File: src/rtl/rf_writeback_if.sv
// Signal bundle between the execution units / issue stage and rf_writeback.
// master drives results and queries; slave is the write-back stage.
interface rf_writeback_if #(
   parameter int unsigned XLEN   = 32,
   parameter int unsigned REG_AW = 5
);
   logic              alu_valid_in;
   logic [REG_AW-1:0] alu_rd_in;
   logic [XLEN-1:0]   alu_data_in;
   logic              lsu_valid_in;
   logic [REG_AW-1:0] lsu_rd_in;
   logic [XLEN-1:0]   lsu_data_in;
   logic              lsu_ready_out;
   logic              mdu_valid_in;
   logic [REG_AW-1:0] mdu_rd_in;
   logic [XLEN-1:0]   mdu_data_in;
   logic              mdu_ready_out;
   logic              issue_valid_in;
   logic [REG_AW-1:0] issue_rd_in;
   logic [REG_AW-1:0] rs1_address_in;
   logic [REG_AW-1:0] rs2_address_in;
   logic              rs1_busy_out;
   logic              rs2_busy_out;
   logic              rs1_fwd_valid_out;
   logic              rs2_fwd_valid_out;
   logic [XLEN-1:0]   rs1_fwd_data_out;
   logic [XLEN-1:0]   rs2_fwd_data_out;
   logic [REG_AW-1:0] destination_register_out;
   logic [XLEN-1:0]   write_data_out;
   logic              wb_valid_out;

   modport master (
      output alu_valid_in, alu_rd_in, alu_data_in,
      output lsu_valid_in, lsu_rd_in, lsu_data_in,
      output mdu_valid_in, mdu_rd_in, mdu_data_in,
      output issue_valid_in, issue_rd_in, rs1_address_in, rs2_address_in,
      input  lsu_ready_out, mdu_ready_out,
      input  rs1_busy_out, rs2_busy_out, rs1_fwd_valid_out, rs2_fwd_valid_out,
      input  rs1_fwd_data_out, rs2_fwd_data_out,
      input  destination_register_out, write_data_out, wb_valid_out
   );

   modport slave (
      input  alu_valid_in, alu_rd_in, alu_data_in,
      input  lsu_valid_in, lsu_rd_in, lsu_data_in,
      input  mdu_valid_in, mdu_rd_in, mdu_data_in,
      input  issue_valid_in, issue_rd_in, rs1_address_in, rs2_address_in,
      output lsu_ready_out, mdu_ready_out,
      output rs1_busy_out, rs2_busy_out, rs1_fwd_valid_out, rs2_fwd_valid_out,
      output rs1_fwd_data_out, rs2_fwd_data_out,
      output destination_register_out, write_data_out, wb_valid_out
   );
endinterface

File: src/rtl/rf_writeback.sv
// Register-file write-back stage: ALU-priority / LSU-MDU round-robin arbitration, one registered
// write stage and a busy scoreboard. Define RF_WB_FWD_EN for early busy clear plus forwarding.
module rf_writeback #(
   parameter int unsigned XLEN   = 32,
   parameter int unsigned REG_AW = 5
) (
   input logic           clk_in,
   input logic           reset_in,
   rf_writeback_if.slave wb_if
);
   localparam int unsigned NumRegs = 1 << REG_AW;

   typedef enum logic {PtrLsu = 1'b0, PtrMdu = 1'b1} ptr_e;

   ptr_e               ptr_q, ptr_d;
   logic [NumRegs-1:0] busy_q, busy_d;
   logic               wb_valid_q, wb_valid_d;
   logic [REG_AW-1:0]  wb_rd_q, wb_rd_d;
   logic [XLEN-1:0]    wb_data_q, wb_data_d;
`ifndef RF_WB_FWD_EN
   logic               wb_ll_q, wb_ll_d;
`endif

   logic              lsu_gnt, mdu_gnt, any_gnt;
   logic [REG_AW-1:0] gnt_rd;
   logic [XLEN-1:0]   gnt_data;

   // Nothing is accepted while reset is held, so the ready outputs stay low.
   always_comb begin
      lsu_gnt = 1'b0;
      mdu_gnt = 1'b0;
      if (!wb_if.alu_valid_in && !reset_in) begin
         if (wb_if.lsu_valid_in && wb_if.mdu_valid_in) begin
            lsu_gnt = (ptr_q == PtrLsu);
            mdu_gnt = (ptr_q == PtrMdu);
         end else begin
            lsu_gnt = wb_if.lsu_valid_in;
            mdu_gnt = wb_if.mdu_valid_in;
         end
      end
   end

   always_comb begin
      any_gnt  = wb_if.alu_valid_in | lsu_gnt | mdu_gnt;
      gnt_rd   = '0;
      gnt_data = '0;
      if (wb_if.alu_valid_in) begin
         gnt_rd   = wb_if.alu_rd_in;
         gnt_data = wb_if.alu_data_in;
      end else if (lsu_gnt) begin
         gnt_rd   = wb_if.lsu_rd_in;
         gnt_data = wb_if.lsu_data_in;
      end else if (mdu_gnt) begin
         gnt_rd   = wb_if.mdu_rd_in;
         gnt_data = wb_if.mdu_data_in;
      end

      ptr_d = ptr_q;
      if (lsu_gnt) begin
         ptr_d = PtrMdu;
      end else if (mdu_gnt) begin
         ptr_d = PtrLsu;
      end

      // reg_file writes every cycle, so an idle stage must present rd=0.
      wb_valid_d = any_gnt && (gnt_rd != '0);
      wb_rd_d    = wb_valid_d ? gnt_rd : '0;
      wb_data_d  = wb_valid_d ? gnt_data : '0;
`ifndef RF_WB_FWD_EN
      wb_ll_d    = wb_valid_d && (lsu_gnt || mdu_gnt);
`endif
   end

   // Clear first so that a same-edge set of the same register wins.
   always_comb begin
      busy_d = busy_q;
`ifdef RF_WB_FWD_EN
      if (lsu_gnt || mdu_gnt) begin
         busy_d[gnt_rd] = 1'b0;
      end
`else
      if (wb_ll_q) begin
         busy_d[wb_rd_q] = 1'b0;
      end
`endif
      if (wb_if.issue_valid_in && (wb_if.issue_rd_in != '0)) begin
         busy_d[wb_if.issue_rd_in] = 1'b1;
      end
   end

   always_ff @(posedge clk_in or posedge reset_in) begin
      if (reset_in) begin
         ptr_q      <= PtrLsu;
         busy_q     <= '0;
         wb_valid_q <= 1'b0;
         wb_rd_q    <= '0;
         wb_data_q  <= '0;
`ifndef RF_WB_FWD_EN
         wb_ll_q    <= 1'b0;
`endif
      end else begin
         ptr_q      <= ptr_d;
         busy_q     <= busy_d;
         wb_valid_q <= wb_valid_d;
         wb_rd_q    <= wb_rd_d;
         wb_data_q  <= wb_data_d;
`ifndef RF_WB_FWD_EN
         wb_ll_q    <= wb_ll_d;
`endif
      end
   end

   assign wb_if.lsu_ready_out            = lsu_gnt;
   assign wb_if.mdu_ready_out            = mdu_gnt;
   assign wb_if.wb_valid_out             = wb_valid_q;
   assign wb_if.destination_register_out = wb_rd_q;
   assign wb_if.write_data_out           = wb_data_q;
   // busy[0] is never set, so address 0 reads as not busy.
   assign wb_if.rs1_busy_out             = busy_q[wb_if.rs1_address_in];
   assign wb_if.rs2_busy_out             = busy_q[wb_if.rs2_address_in];

`ifdef RF_WB_FWD_EN
   logic rs1_hit, rs2_hit;
   assign rs1_hit = wb_valid_q && (wb_rd_q == wb_if.rs1_address_in) && (wb_if.rs1_address_in != '0);
   assign rs2_hit = wb_valid_q && (wb_rd_q == wb_if.rs2_address_in) && (wb_if.rs2_address_in != '0);
   assign wb_if.rs1_fwd_valid_out = rs1_hit;
   assign wb_if.rs2_fwd_valid_out = rs2_hit;
   assign wb_if.rs1_fwd_data_out  = rs1_hit ? wb_data_q : '0;
   assign wb_if.rs2_fwd_data_out  = rs2_hit ? wb_data_q : '0;
`else
   assign wb_if.rs1_fwd_valid_out = 1'b0;
   assign wb_if.rs2_fwd_valid_out = 1'b0;
   assign wb_if.rs1_fwd_data_out  = '0;
   assign wb_if.rs2_fwd_data_out  = '0;
`endif
endmodule

File: src/flat_wrapper.sv
// flat-port wrapper written by rule: the top's interface ports become plain ports
module rf_writeback_flat 
#(
   parameter int unsigned XLEN   = 32,
   parameter int unsigned REG_AW = 5
)
  (clk_in, reset_in, wb_if_alu_valid_in, wb_if_alu_rd_in, wb_if_alu_data_in, wb_if_lsu_valid_in, wb_if_lsu_rd_in, wb_if_lsu_data_in, wb_if_mdu_valid_in, wb_if_mdu_rd_in, wb_if_mdu_data_in, wb_if_issue_valid_in, wb_if_issue_rd_in, wb_if_rs1_address_in, wb_if_rs2_address_in, wb_if_lsu_ready_out, wb_if_mdu_ready_out, wb_if_rs1_busy_out, wb_if_rs2_busy_out, wb_if_rs1_fwd_valid_out, wb_if_rs2_fwd_valid_out, wb_if_rs1_fwd_data_out, wb_if_rs2_fwd_data_out, wb_if_destination_register_out, wb_if_write_data_out, wb_if_wb_valid_out);
  rf_writeback_if #(.XLEN(XLEN), .REG_AW(REG_AW)) wb_if_i ();
  input logic clk_in;
  input logic reset_in;
  input wire logic [$bits(wb_if_i.alu_valid_in)-1:0] wb_if_alu_valid_in;
  input wire logic [$bits(wb_if_i.alu_rd_in)-1:0] wb_if_alu_rd_in;
  input wire logic [$bits(wb_if_i.alu_data_in)-1:0] wb_if_alu_data_in;
  input wire logic [$bits(wb_if_i.lsu_valid_in)-1:0] wb_if_lsu_valid_in;
  input wire logic [$bits(wb_if_i.lsu_rd_in)-1:0] wb_if_lsu_rd_in;
  input wire logic [$bits(wb_if_i.lsu_data_in)-1:0] wb_if_lsu_data_in;
  input wire logic [$bits(wb_if_i.mdu_valid_in)-1:0] wb_if_mdu_valid_in;
  input wire logic [$bits(wb_if_i.mdu_rd_in)-1:0] wb_if_mdu_rd_in;
  input wire logic [$bits(wb_if_i.mdu_data_in)-1:0] wb_if_mdu_data_in;
  input wire logic [$bits(wb_if_i.issue_valid_in)-1:0] wb_if_issue_valid_in;
  input wire logic [$bits(wb_if_i.issue_rd_in)-1:0] wb_if_issue_rd_in;
  input wire logic [$bits(wb_if_i.rs1_address_in)-1:0] wb_if_rs1_address_in;
  input wire logic [$bits(wb_if_i.rs2_address_in)-1:0] wb_if_rs2_address_in;
  output wire logic [$bits(wb_if_i.lsu_ready_out)-1:0] wb_if_lsu_ready_out;
  output wire logic [$bits(wb_if_i.mdu_ready_out)-1:0] wb_if_mdu_ready_out;
  output wire logic [$bits(wb_if_i.rs1_busy_out)-1:0] wb_if_rs1_busy_out;
  output wire logic [$bits(wb_if_i.rs2_busy_out)-1:0] wb_if_rs2_busy_out;
  output wire logic [$bits(wb_if_i.rs1_fwd_valid_out)-1:0] wb_if_rs1_fwd_valid_out;
  output wire logic [$bits(wb_if_i.rs2_fwd_valid_out)-1:0] wb_if_rs2_fwd_valid_out;
  output wire logic [$bits(wb_if_i.rs1_fwd_data_out)-1:0] wb_if_rs1_fwd_data_out;
  output wire logic [$bits(wb_if_i.rs2_fwd_data_out)-1:0] wb_if_rs2_fwd_data_out;
  output wire logic [$bits(wb_if_i.destination_register_out)-1:0] wb_if_destination_register_out;
  output wire logic [$bits(wb_if_i.write_data_out)-1:0] wb_if_write_data_out;
  output wire logic [$bits(wb_if_i.wb_valid_out)-1:0] wb_if_wb_valid_out;
  assign wb_if_i.alu_valid_in = wb_if_alu_valid_in;
  assign wb_if_i.alu_rd_in = wb_if_alu_rd_in;
  assign wb_if_i.alu_data_in = wb_if_alu_data_in;
  assign wb_if_i.lsu_valid_in = wb_if_lsu_valid_in;
  assign wb_if_i.lsu_rd_in = wb_if_lsu_rd_in;
  assign wb_if_i.lsu_data_in = wb_if_lsu_data_in;
  assign wb_if_i.mdu_valid_in = wb_if_mdu_valid_in;
  assign wb_if_i.mdu_rd_in = wb_if_mdu_rd_in;
  assign wb_if_i.mdu_data_in = wb_if_mdu_data_in;
  assign wb_if_i.issue_valid_in = wb_if_issue_valid_in;
  assign wb_if_i.issue_rd_in = wb_if_issue_rd_in;
  assign wb_if_i.rs1_address_in = wb_if_rs1_address_in;
  assign wb_if_i.rs2_address_in = wb_if_rs2_address_in;
  assign wb_if_lsu_ready_out = wb_if_i.lsu_ready_out;
  assign wb_if_mdu_ready_out = wb_if_i.mdu_ready_out;
  assign wb_if_rs1_busy_out = wb_if_i.rs1_busy_out;
  assign wb_if_rs2_busy_out = wb_if_i.rs2_busy_out;
  assign wb_if_rs1_fwd_valid_out = wb_if_i.rs1_fwd_valid_out;
  assign wb_if_rs2_fwd_valid_out = wb_if_i.rs2_fwd_valid_out;
  assign wb_if_rs1_fwd_data_out = wb_if_i.rs1_fwd_data_out;
  assign wb_if_rs2_fwd_data_out = wb_if_i.rs2_fwd_data_out;
  assign wb_if_destination_register_out = wb_if_i.destination_register_out;
  assign wb_if_write_data_out = wb_if_i.write_data_out;
  assign wb_if_wb_valid_out = wb_if_i.wb_valid_out;
  rf_writeback #(.XLEN(XLEN), .REG_AW(REG_AW)) u_core (.clk_in(clk_in), .reset_in(reset_in), .wb_if(wb_if_i));
endmodule
File: config.mk
export PLATFORM = sky130hd
export DESIGN_NAME = rf_writeback_flat
export DESIGN_NICKNAME = d
export VERILOG_FILES = /design/src/rtl/rf_writeback_if.sv /design/src/rtl/rf_writeback.sv /design/src/flat_wrapper.sv
export SDC_FILE = /design/constraint.sdc
export NUM_CORES = 1
export LEC_CHECK = 0
export CORE_MARGIN = 2
export CORE_UTILIZATION = 35
export DETAILED_ROUTE_END_ITERATION = 12
export PLACE_DENSITY = 0.83
export SLEW_MARGIN = 40
export SYNTH_ARGS = -nofsm -noshare
export SYNTH_HDL_FRONTEND = slang
export SYNTH_SLANG_ARGS = --single-unit
File: constraint.sdc
create_clock -name clk_in -period 2.4 [get_ports clk_in]
set_clock_uncertainty 0.1 [all_clocks]
set_input_delay 0.36 -clock clk_in [delete_from_list [all_inputs] [get_ports clk_in]]
set_output_delay 0.36 -clock clk_in [all_outputs]
set_load 0.01 [all_outputs]
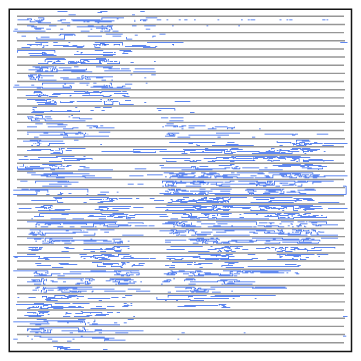
*Metal 1, run 1*
Scale: 3 px per um. Supply wires on this layer in gray.
The layer carries 5090 um of wire. The layer holds 35% of the routed length. 636 nets have wire on it. The longest straight run is 33.6 um.

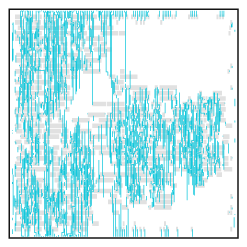
*The metal 2 layer, run 1*
Scale: 2 px per um.
The longest straight run is 47.8 um. The wires run mostly vertical. The layer holds 51% of the routed length.

==> flow_summary.ini, run 1 <==
; generated from flow reports
[status]
status = finished clean

[clock_network]
clockRootBuffer = clkbuf_16
path_clk_slew_ps = 60
cts_made_buffers = 9
cts.hold.buffers_added = 0
cts_max_path_buffers = 2
cts_tree = built

[cells_and_area]
regArea_um2 = 1800
fillers = 1024
area_delta_synth_final_pct = 53.1
drive_gt1_share_pct = 16.3
fin_cells = 768

[routing]
ant_nets = 0
route.detailed.drc = 0
dr.pass1.iters = 6

[power_and_ir_drop]
swShare_pct = 28.7
power_frac_seq_pct = 38.6
internal_power_mw = 2.75
combPwrFrac_pct = 25.2
peakVddDrop_mv = 0.528

[final_timing]
hold_viol_final = 0
slew_headroom_pct = 65.0
tightest_slew_ps = 524
setup_viol = 0
fmax_ghz = 0.419
period_used_pct = 99.5

[worst_setup_path]
worst-setup-path-type = in -> out
startpoint_type = input port

[logic_synthesis]
seq_area_frac_synth_pct = 42.8
ys.flops = 72
synth-async-reset-ratio_pct = 100
yosysWarnings = 0
yosysCellCount = 416
synth-edff-count = 0
syn_avg_cell_area_um2 = 10.1
yosysUniqueCellTypes = 39
syn_area_um2 = 4210

[floorplan]
pin_count = 240
fp_util_pct = 35.5
die_h_um = 114
chipArea_um2 = 12900
die_x_um = 114
rows = 40

[global_route]
antenna_found_initial = 1
grt_pass1_wl_um = 21800
grt_max_degree = 40
met1_usage_pct = 24.5
met2_usage_pct = 36.9
grt_busiest_layer = met2
grt_pass1_vias = 4266

[placement]
place_hpwl_um = 10900
io_buffers = 173
gp_congestion = 0.962

[job]
cap_violations = 0
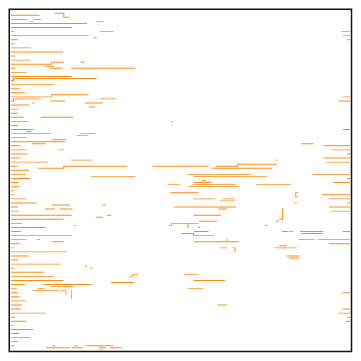
*Signal wires on met3, run 1*
Scale: 3 px per um.
The layer holds 9.1% of the routed length. The longest straight run is 27.6 um. The layer carries 1310 um of wire.

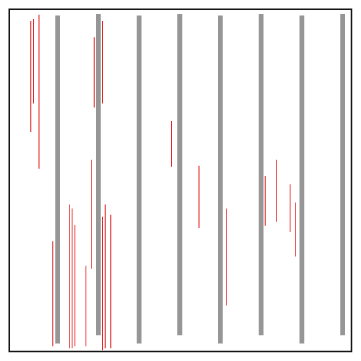
*The metal 4 layer, run 1*
Scale: 3 px per um. Supply wires on this layer in gray.
The longest straight run is 51.0 um. The layer holds 4.7% of the routed length. 19 nets have wire on it. The wires run mostly vertical.

[run 1: cell families (layout without fill, tap and decap cells)]
family          Yosys count  count (layout)  synth area share (%)
flops                    72              72                  42.8
simple gates             89              89                  13.1
other cells               1              67                0.0892
mux                      32              32                  7.62
compound gates          131             131                  21.6
buf+inv                  91             230                  14.8
[run 1: cell type report]
type / instances / share of cell area (%)
multi-input combinational: 318 / 32.2
tap: 147 / 2.86
sequential: 72 / 28.0
antenna: 1 / 0.0389
inverter: 5 / 0.291
clock inverter: 5 / 0.971
timing repair buffer: 209 / 31.7
clock buffer: 11 / 3.92
[run 1: power by group through the flow]
stage	Combinational (mW)	Sequential, mW	Clock, mW
after global placement	0.914	1.50	0
final	0.970	1.49	1.39
after CTS	0.953	1.48	1.41
after global routing	1.05	1.50	1.45
after detailed placement	0.941	1.50	0
after floorplan	0.495	1.48	0
[run 1: worst max-delay path, cell delays in order]
cell and delay [ps]:
clkdlybuf4s50_1 520, a21boi_2 230, and2_4 240, clkdlybuf4s50_1 560
[run 1: routing by layer]
layer | vias up | share of wire (%)
met1 | 2060 | 35
met4 | 0 | 4.6
met3 | 45 | 9.1
li1 | 1842 | -
met2 | 276 | 51
met5 | - | 0
[run 1: flip-flops by register name, indices dropped and copies added (netlist names)]
signal / count
u_core.wb_if.wb_valid_out: 1
u_core.wb_if.destination_register_out: 5
u_core.busy_q: 32
u_core.wb_if.write_data_out: 32
u_core.wb_ll_q: 1
u_core.ptr_q: 1
[run 1: through the flow]
step	setup TNS [ps]	instance area, um2
floorplan	0	4450
global placement	-5710	6040
detailed placement	-8100	6040
CTS	0	6390
global route	-28.3	6440
finish	0	6440
[run 1: repair_timing]
item                                    CTS  global route
resized                                  16            10
buffers inserted                          1             1
endpoints found under the setup margin    4             3
cloned                                    2             0
[run 1: cells in the mapped netlist, drive strengths merged (3+ instances only)]
| cell | count | share of area [%] |
|---|---|---|
| nand2 | 8 | 0.71 |
| inv | 5 | 0.45 |
| or3b | 4 | 0.83 |
| clkbuf | 13 | 1.2 |
| buf | 73 | 13 |
| a221oi | 3 | 0.62 |
| mux2i | 32 | 7.6 |
| and3 | 3 | 0.57 |
| dfrtp | 72 | 43 |
| nor2b | 4 | 0.59 |
| nand3b | 10 | 1.8 |
| a21oi | 8 | 0.95 |
| nand4 | 4 | 0.59 |
| nand3 | 10 | 1.2 |
| nor2 | 40 | 5.3 |
| a22o | 6 | 1.2 |
| a222oi | 33 | 7.9 |
| o21ai | 66 | 7.9 |
[run 1: path summary, 6_finish.rpt]
path | cells past startpoint | end | from | slack [ps]
setup / recovery | 4 | wb_if_lsu_ready_out | wb_if_lsu_valid_in | 10
hold / removal | 1 | u_core.ptr_q$_DFFE_PP0N_ | u_core.ptr_q$_DFFE_PP0N_ | 460
setup reg to reg | 7 | u_core.wb_if.write_data_out[19]$_DFF_PP0_ | u_core.ptr_q$_DFFE_PP0N_ | 220
hold reg to reg | 1 | u_core.ptr_q$_DFFE_PP0N_ | u_core.ptr_q$_DFFE_PP0N_ | 460
max in group asynchronous | 4 | u_core.wb_if.write_data_out[10]$_DFF_PP0_ | reset_in | 1210
min in group asynchronous | 3 | u_core.busy_q[25]$_DFF_PP0_ | reset_in | 470
## Run 2: what changed since run 1
Settings changed: SLEW_MARGIN 40 to 20.
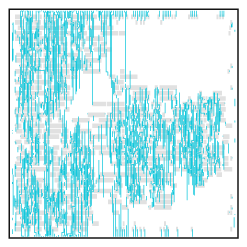
*The metal 2 layer, run 2*
Scale: 2 px per um.
The layer carries 7360 um of wire. The longest straight run is 47.8 um.

==> run 2 against run 1 <==
Cell area unchanged. Sequential cell count unchanged. Sequential power about the same. Non-clock buffer count unchanged. Maximum frequency unchanged.
==> flow_summary.ini, run 2 <==
; generated from flow reports
[status]
status = finished clean

[worst_setup_path]
r2r_cells = 7
cp_cell_sequence = clkdlybuf4s50_1 > a21boi_2 > and2_4 > clkdlybuf4s50_1
startpoint_type = input port
crit_start = wb_if_lsu_valid_in
critPathSlowestCell = clkdlybuf4s50_1
cp_max_fo = 9
crit_path_end = wb_if_lsu_ready_out
worst-setup-path-type = in -> out
cp_common_cell = clkdlybuf4s50_1
crit-reg2reg-launch = u_core.ptr_q$_DFFE_PP0N_
reg2reg_to = u_core.wb_if.write_data_out[19]$_DFF_PP0_
r2r_slack_ps = 220

[clock_network]
path_clk_slew_ps = 60
cts_max_path_buffers = 2
cts_tree = built
cts_made_buffers = 9
htreeDepth = 3
clockRootBuffer = clkbuf_16

[routing]
ant_nets = 0
dr.pass1.iters = 6
route.detailed.drc = 0

[logic_synthesis]
synth_area_leader_cell = dfrtp_1
yosysUniqueCellTypes = 39
syn_avg_cell_area_um2 = 10.1
ys.flops = 72
synthTopCellsByArea = dfrtp_1 43%, buf_4 12%, a222oi_1 7.9%
common_cells = 72 x dfrtp_1, 66 x buf_4, 66 x o21ai_0, 33 x a222oi_1, 32 x mux2i_1
yosysWarnings = 0
most_common_cell = dfrtp_1
synth-async-reset-ratio_pct = 100
yosysCellCount = 416
yosysTopAreaCellShare_pct = 42.8
syn_area_um2 = 4210
seq_area_frac_synth_pct = 42.8

[floorplan]
pin_count = 240
die_x_um = 114
rows = 40
die_h_um = 114
fp_util_pct = 35.5

[global_route]
grt_util_all_layers_pct = 21.7
grt_pass1_vias = 4266
grt_pass1_wl_um = 21800
grt_max_degree = 40
antenna_found_initial = 1

[min_path]
hold_depth = 1

[placement]
postPlaceCellArea_um2 = 6040
place_hpwl_um = 10900
gp_congestion = 0.962

[cells_and_area]
layout_top_cells = 164 x clkdlybuf4s50_1, 72 x dfrtp_1, 66 x o21ai_0, 66 x conb_1, 33 x a222oi_1
fillers = 1024
area_delta_synth_final_pct = 53.1
design_area_um2 = 6440
drive_gt1_share_pct = 16.3

[final_timing]
tightest_slew_ps = 524
fin_tns_setup_ps = 0
slew_headroom_pct = 65.0
period_used_pct = 99.5
setup_viol = 0
hold_viol_final = 0

[job]
cap_violations = 0

[power_and_ir_drop]
peakVddDrop_mv = 0.528
[run 2: layer usage]
layer | GRT usage (%) | vias to the layer above | share of wire (%)
li1 | - | 1842 | -
met1 | 24.5 | 2060 | 35
met2 | 36.9 | 276 | 51
met3 | 5.90 | 45 | 9.1
met4 | 13.0 | 0 | 4.6
met5 | 0 | - | 0
[run 2: cell families (layout without fill, tap and decap cells)]
family,Yosys count,count (layout),share of synthesized area [%]
AOI/OAI and AO/OA,131,131,21.6
buffers and inverters,91,230,14.8
DFF,72,72,42.8
muxes,32,32,7.62
other,1,67,0.0892
and+or+nand+nor,89,89,13.1
[run 2: final cells by class]
| type | instances | area, um2 | share of cell area (%) |
|---|---|---|---|
| clock inverter | 5 | 62.6 | 0.971 |
| tap | 147 | 184 | 2.86 |
| clock buffer | 11 | 253 | 3.92 |
| antenna | 1 | 2.50 | 0.0389 |
| sequential | 72 | 1800 | 28.0 |
| inverter | 5 | 18.8 | 0.291 |
| timing repair buffer | 209 | 2040 | 31.7 |
| multi-input combinational | 318 | 2070 | 32.2 |
[run 2: through the flow]
| step | std cells | hold WS [ps] | worst slack (ps) | utilization, % |
|---|---|---|---|---|
| floorplan | 481 | 364 | 115 | - |
| global placement | 747 | 389 | -355 | 50.9 |
| detailed placement | 747 | 422 | -393 | 50.9 |
| CTS | 766 | 426 | 26.3 | 53.9 |
| global route | 768 | 493 | -19.5 | 54.3 |
| finish | 768 | 458 | 12.0 | 54.3 |
[run 2: how the worst min path moves through the flow]
stage	endpoint	slack [ps]	from
global placement	u_core.ptr_q$_DFFE_PP0N_	390	u_core.ptr_q$_DFFE_PP0N_
CTS	u_core.ptr_q$_DFFE_PP0N_	430	u_core.ptr_q$_DFFE_PP0N_
global route	u_core.ptr_q$_DFFE_PP0N_	490	u_core.ptr_q$_DFFE_PP0N_
finish	u_core.ptr_q$_DFFE_PP0N_	460	u_core.ptr_q$_DFFE_PP0N_
detailed placement	u_core.ptr_q$_DFFE_PP0N_	420	u_core.ptr_q$_DFFE_PP0N_
floorplan	u_core.ptr_q$_DFFE_PP0N_	360	wb_if_mdu_valid_in
[run 2: power by group]
part / switching, mW / internal [mW] / total, mW
logic: 0.448 / 0.522 / 0.970
registers: 0.130 / 1.36 / 1.49
clock network: 0.526 / 0.866 / 1.39
[run 2: timing repair]
item,CTS,global route
hold buffers,0,0
cloned,2,0
pin swaps,0,0
resized,16,10
setup endpoints to repair,4,3
buffers inserted,1,1
[run 2: worst max-delay path: cells and delay by family]
kind | cells | cell delay, ps
AND-OR/OR-AND | 1 | 230
buffers and inverters | 2 | 1080
AND/OR/NAND/NOR | 1 | 240
Power figures rest on the tool's default switching activity, not on a simulated workload.
